===== config.mk =====
export PLATFORM = sky130hd
export DESIGN_NAME = mem_arbiter
export DESIGN_NICKNAME = d
export VERILOG_FILES = /design/src/rtl/mem_arbiter.sv
export SDC_FILE = /design/constraint.sdc
export NUM_CORES = 1
export LEC_CHECK = 0
export CORE_MARGIN = 2
export CORE_UTILIZATION = 41
export DETAILED_ROUTE_END_ITERATION = 8
export HOLD_SLACK_MARGIN = 0.02
export PLACE_DENSITY = 0.8
export SYNTH_ARGS = -nofsm -noshare
export SYNTH_HDL_FRONTEND = slang
export SYNTH_SLANG_ARGS = --single-unit

===== constraint.sdc =====
create_clock -name clk -period 1.8 [get_ports clk]
set_input_delay 0.18 -clock clk [delete_from_list [all_inputs] [get_ports clk]]
set_output_delay 0.18 -clock clk [all_outputs]
set_load 0.01 [all_outputs]

===== src/rtl/mem_arbiter.sv =====
// -----------------------------------------------------------------------------
// mem_arbiter
//
// Shares one single-port main memory between the instruction cache (read-only
// fills) and the data cache (fills and writebacks). Only one transaction is in
// flight at a time. The data side normally wins a tie. The fetch side is
// forced through after STARVE_MAX consecutive D grants made while it waited.
//
// Transaction flow: IDLE -> ISSUE (one mem_en strobe) -> WAIT (MEM_LAT cycles)
// -> ACK (one-cycle ack to the owner) -> IDLE.
//
// Parameters
//   MEM_LAT     cycles from the mem_en cycle to valid mem_rdata (1..15)
//   STARVE_MAX  D grants tolerated while i_req is pending (1..15)
//
// Ports
//   clk, rst            clock, synchronous active-high reset
//   i_req/i_addr        instruction read request (held until i_ack)
//   i_ack/i_rdata       one-cycle completion pulse, read data (0 otherwise)
//   d_req/d_wr/d_addr/  data request, write flag, address, write data
//   d_wdata
//   d_ack/d_rdata       one-cycle completion pulse, read data (0 on writes)
//   mem_en/mem_wr       memory strobe and its write qualifier
//   mem_addr/mem_wdata  latched address / write data (qualified by mem_en)
//   mem_rdata           memory read data, valid MEM_LAT cycles after mem_en
//   busy                arbiter is not IDLE
// -----------------------------------------------------------------------------
module mem_arbiter #(
    parameter int MEM_LAT    = 2,
    parameter int STARVE_MAX = 3
) (
    input  logic        clk,
    input  logic        rst,
    input  logic        i_req,
    input  logic [15:0] i_addr,
    output logic        i_ack,
    output logic [15:0] i_rdata,
    input  logic        d_req,
    input  logic        d_wr,
    input  logic [15:0] d_addr,
    input  logic [15:0] d_wdata,
    output logic        d_ack,
    output logic [15:0] d_rdata,
    output logic        mem_en,
    output logic        mem_wr,
    output logic [15:0] mem_addr,
    output logic [15:0] mem_wdata,
    input  logic [15:0] mem_rdata,
    output logic        busy
);

    typedef enum logic [1:0] {
        ST_IDLE,
        ST_ISSUE,
        ST_WAIT,
        ST_ACK
    } state_t;

    localparam logic [3:0] WAIT_LOAD  = 4'(MEM_LAT - 1);
    localparam logic [3:0] STREAK_MAX = 4'(STARVE_MAX);

    state_t      r_state;
    state_t      w_next_state;
    logic        w_grant;
    logic        w_grant_d;

    logic        r_owner_d;     // 1 = data side owns the current transaction
    logic        r_mem_wr;
    logic [15:0] r_mem_addr;
    logic [15:0] r_mem_wdata;
    logic [15:0] r_rdata;
    logic [3:0]  r_wait_cnt;
    logic [3:0]  r_d_streak;    // consecutive D grants made while I waited

    // -------------------------------------------------------------------------
    // Next-state, grant decision and state-decoded outputs
    // -------------------------------------------------------------------------
    always_comb begin
        // NOTE: every signal gets a default before the case so no path leaves
        // one unassigned, which would otherwise infer a latch.
        w_next_state = r_state;
        w_grant      = 1'b0;
        w_grant_d    = 1'b0;
        mem_en       = 1'b0;
        i_ack        = 1'b0;
        d_ack        = 1'b0;
        busy         = 1'b1;

        case (r_state)
            ST_IDLE: begin
                busy = 1'b0;
                if (d_req && i_req) begin
                    // D wins the tie unless I has already waited too long.
                    w_grant   = 1'b1;
                    w_grant_d = (r_d_streak != STREAK_MAX);
                end else if (d_req) begin
                    w_grant   = 1'b1;
                    w_grant_d = 1'b1;
                end else if (i_req) begin
                    w_grant   = 1'b1;
                end
                if (w_grant) begin
                    w_next_state = ST_ISSUE;
                end
            end
            ST_ISSUE: begin
                mem_en       = 1'b1;
                w_next_state = ST_WAIT;
            end
            ST_WAIT: begin
                if (r_wait_cnt == 4'd0) begin
                    w_next_state = ST_ACK;
                end
            end
            ST_ACK: begin
                i_ack        = ~r_owner_d;
                d_ack        = r_owner_d;
                w_next_state = ST_IDLE;
            end
            default: begin
                w_next_state = ST_IDLE;
            end
        endcase
    end

    // -------------------------------------------------------------------------
    // State register
    // -------------------------------------------------------------------------
    always_ff @(posedge clk) begin
        // NOTE: sequential state is updated with non-blocking assignments so
        // every register samples pre-edge values regardless of block order.
        if (rst) begin
            r_state <= ST_IDLE;
        end else begin
            r_state <= w_next_state;
        end
    end

    // -------------------------------------------------------------------------
    // Datapath: latched request fields, wait counter, read data, D streak
    // -------------------------------------------------------------------------
    always_ff @(posedge clk) begin
        // NOTE: the datapath is reset too, because mem_addr/mem_wdata/mem_wr
        // drive ports straight from these registers and must read 0 in reset.
        if (rst) begin
            r_owner_d   <= 1'b0;
            r_mem_wr    <= 1'b0;
            r_mem_addr  <= '0;
            r_mem_wdata <= '0;
            r_rdata     <= '0;
            r_wait_cnt  <= '0;
            r_d_streak  <= '0;
        end else begin
            case (r_state)
                ST_IDLE: begin
                    if (w_grant) begin
                        r_owner_d   <= w_grant_d;
                        r_mem_addr  <= w_grant_d ? d_addr : i_addr;
                        r_mem_wr    <= w_grant_d & d_wr;
                        r_mem_wdata <= w_grant_d ? d_wdata : 16'd0;
                        // The streak only grows while the fetch side is
                        // actually being passed over.
                        if (w_grant_d && i_req) begin
                            if (r_d_streak != STREAK_MAX) begin
                                r_d_streak <= r_d_streak + 4'd1;
                            end
                        end else begin
                            r_d_streak <= '0;
                        end
                    end
                end
                ST_ISSUE: begin
                    r_wait_cnt <= WAIT_LOAD;
                end
                ST_WAIT: begin
                    if (r_wait_cnt == 4'd0) begin
                        // Writes complete with zero read data.
                        r_rdata <= r_mem_wr ? 16'd0 : mem_rdata;
                    end else begin
                        r_wait_cnt <= r_wait_cnt - 4'd1;
                    end
                end
                default: begin
                end
            endcase
        end
    end

    assign mem_wr    = r_mem_wr;
    assign mem_addr  = r_mem_addr;
    assign mem_wdata = r_mem_wdata;

    // Read data is only presented alongside its ack.
    assign i_rdata = i_ack ? r_rdata : 16'd0;
    assign d_rdata = d_ack ? r_rdata : 16'd0;

endmodule


wires.png
Scale: 6 px per µm.
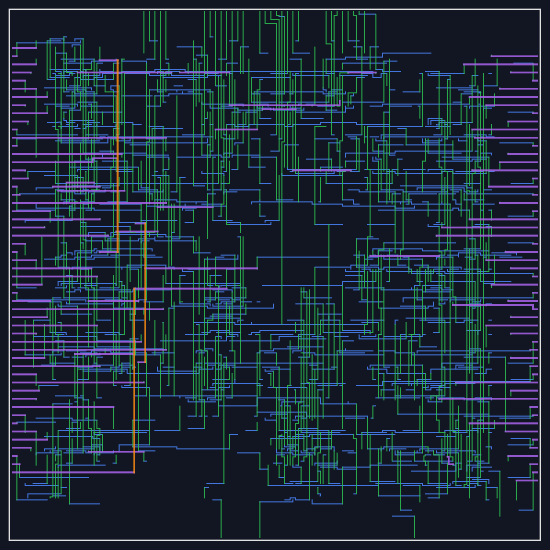
color	layer	wire length
green	metal 2	4,030 µm
orange	metal 4	85.7 µm
blue	metal 1	3,490 µm
purple	metal 3	910 µm
Via Count: 3,027
total length of routed wires: 8520 µm

==> results_slide.txt <==
Physical Implementation Snapshot

Clock network
  • Worst skew pair latency: 320 ps
  • Number of buffers inserted by post-CTS setup repair: 1
  • CTS tree: built
  • Maximum root-to-sink buffer count: 2
  • Clock transition at the registers of the reported paths: 70 ps
  • Post-CTS resize count: 44
  • Count of hold-fix buffers inserted at cts: 0
  • Clock tree sinks: 60
  • Number of clock buffers inserted by TritonCTS: 9

Final timing
  • Clock skew: 10.4 ps
  • Fin. Hold Viols: 0
  • Max-slew headroom at the worst pin: 0.629
  • Final worst setup slack: 73.4 ps
  • Total Neg Setup Slack: 0 ps
  • Achievable frequency: 579 MHz
  • Final hold slack: 324 ps
  • Number of max-slew violations in the final report: 0
  • Transition time at the pin with the least slew margin: 556 ps
  • Final tally of setup violations: 0
  • Final period utilization: 0.959

Worst setup path
  • Reg2reg start: r_wait_cnt[0]$_SDFFE_PP0P_
  • Largest delay contributor family on the critical path: buffers and inverters
  • CP endpoint: i_rdata[2]
  • Worst reg2reg path endpoint: r_state[0]$_SDFFE_PP0P_
  • Number of gates on the worst path with buffers counted: 5
  • Critical path origin: r_state[0]$_SDFFE_PP0P_
  • Critical setup path kind: register to output port
  • Data required, critical path: 1620 ps
  • Kind of start point of the critical path: register
  • Setup slack of the most critical reg-to-reg path: 190 ps
  • Ordered list of cells on the worst path: ha_2 -> nor2b_4 -> buf_6 -> and2_1 -> clkdlybuf4s15_1
  • Arrival time of data at the critical path endpoint: 1550 ps
  • Category of the worst setup path capture point: output port
  • Slowest-stage cell, CP: dfxtp_2
  • Max FO, Critical Path: 9
  • Delay of the slowest cell on the worst path: 360 ps

Power
  • Power Sequential: 1830 µW
  • Overall Power: 5320 µW
  • Share of total power in sequential cells: 0.343
  • Net switching component of the power: 1830 µW
  • Power density relative to cell area: 1160 mW/mm²
  • Relative contribution of combinational cells to total power: 0.429
  • Clock group: 1210 µW
  • Int Power: 3490 µW
  • Switching part of the total: 0.345
  • Top pwr grp: combinational logic
  • Power attributed to combinational cells: 2280 µW

Logic synthesis
  • Portion of netlist area occupied by mux cells: 0.00344
  • Number of enable flip-flop cells: 0
  • Net count entering floorplan: 411
  • Largest cells by area after synthesis: dfxtp_1 (41%), a32oi_1 (5.4%), a311oi_1 (4.8%), nand3b_1 (4.6%), nor2_1 (4.6%)
  • Xor/xnor cell area share of the yosys netlist: 0
  • Cell count in the Yosys report: 335
  • Post-synthesis cell count: 335
  • AND/OR/NAND/NOR Cells, Area Fraction: 0.282
  • Most popular library cell in the synthesized design by count: dfxtp_1
  • Flops & latches, synth: 60
  • Synthesized-area fraction occupied by ao, oa, aoi and oai cells: 0.198
  • Most frequent cells after synthesis: dfxtp_1 (60), nor2_1 (36), a21oi_1 (22)
  • Synthesized area divided by synthesized cell count: 8.69 µm²
  • Number of distinct standard cells referenced by the synthesized netlist: 40
  • Yosys Warn Count: 0
  • Cell taking the most area after synthesis: dfxtp_1
  • Post-synth top flop: dfxtp_1
  • YS chip area: 0.00291 mm²
  • Dominant combinational family: simple AND/OR/NAND/NOR gates
  • Mapped cell area: 0.00291 mm²
  • Adder-cell share of the synthesized area: 0.0301

GRT
  • Met2 track demand over resource: 0.379
  • Busiest layer in global routing: met2
  • Number of global-route vias before repair: 2,927
  • Overflow left after global routing: 0
  • Number of antenna violations at the first check in global routing: 0
  • Global Route met3 Usage: 0.0718
  • Met1 track utilization from global routing: 0.251
  • Total global-route track usage: 0.219
  • Pin count of the biggest net entering global routing: 35

Floorplanning
  • Top-level port count: 138
  • Floorplan die width: 88.3 µm
  • Die extent in y: 88.3 µm
  • Share of the core filled by cells before placement: 0.426
  • Number of rows created at floorplan: 30
  • Well-Tap Cells: 96

Placed design
  • Pre-CTS setup slack: 73.1 ps
  • Placed insts: 552
  • Post-detailed-placement cell area: 0.00438 mm²
  • Routability Congestion: 0.775
  • PortBufs: 137

Final layout
  • Share of the core filled with cells: 0.671
  • Top Layout Cells: clkdlybuf4s50_1 (100), dfxtp_1 (58), nor2_1 (36)
  • Layout Area Growth over Synthesis: 57.3%
  • Non-clock buffer instance count of the final layout: 154
  • Nets: 545
  • Count of inverters other than clock inverters in the layout: 5
  • Seq_cells: 60
  • Number of fill cells: 562
  • Most frequent standard cell in the layout excluding fill and tap cells: clkdlybuf4s50_1
  • Clock buffer count in the final layout: 12
  • Register area: 0.00120 mm²
  • Multi-input logic area: 0.00152 mm²
  • Top class by area: buffers
  • Cell area after layout: 0.00458 mm²
  • Multi-input combinational gate total: 239
  • Layout non-clock buf frac: 0.332
  • Final-layout clock-cell area share: 0.0443
  • Fraction of final layout cells sized beyond drive strength 1: 0.110
  • Fraction of standard cell area that is sequential: 0.263
  • Non-filler instance count after layout: 570

Route
  • Routed length per instance: 14.9 µm
  • Max Used Layer: met4
  • Routed wire length on met2: 4030 µm
  • Post-DRT Antenna Nets: 0
  • First-pass iteration count of the detailed router: 4
  • Met3 routed WL: 910 µm
  • DRC errors left: 0
  • Met1 wire length: 3490 µm
  • Detailed-route vias per instance: 5.31

Min path
  • Worst min path class: primary input to register
  • Hold Path Sink: mem_wdata[7]$_SDFFE_PP0P_
  • Min-Delay Path Depth: 2
  • Worst Min Path Start: rst

Flow run
  • Log Warnings: 30
  • Max Cap Viol: 0

Outcome
  • Result of the run: finished clean
power_grid.png
Scale: 4 px per µm. Pins as bars on the die edge.
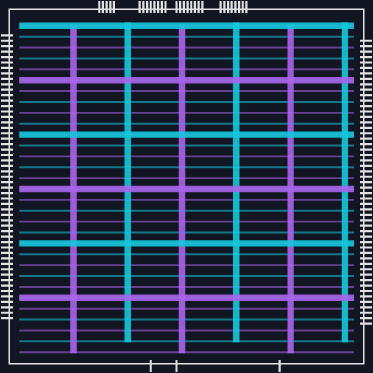
color	net
cyan	VDD
purple	VSS
met4 straps	6
met1 rails	31
signal pins	138
maximum resistive drop on vdd: 0.681 mV
core region area: 0.00683 mm²

No activity file was given, so power comes from the tool's default toggle rates.
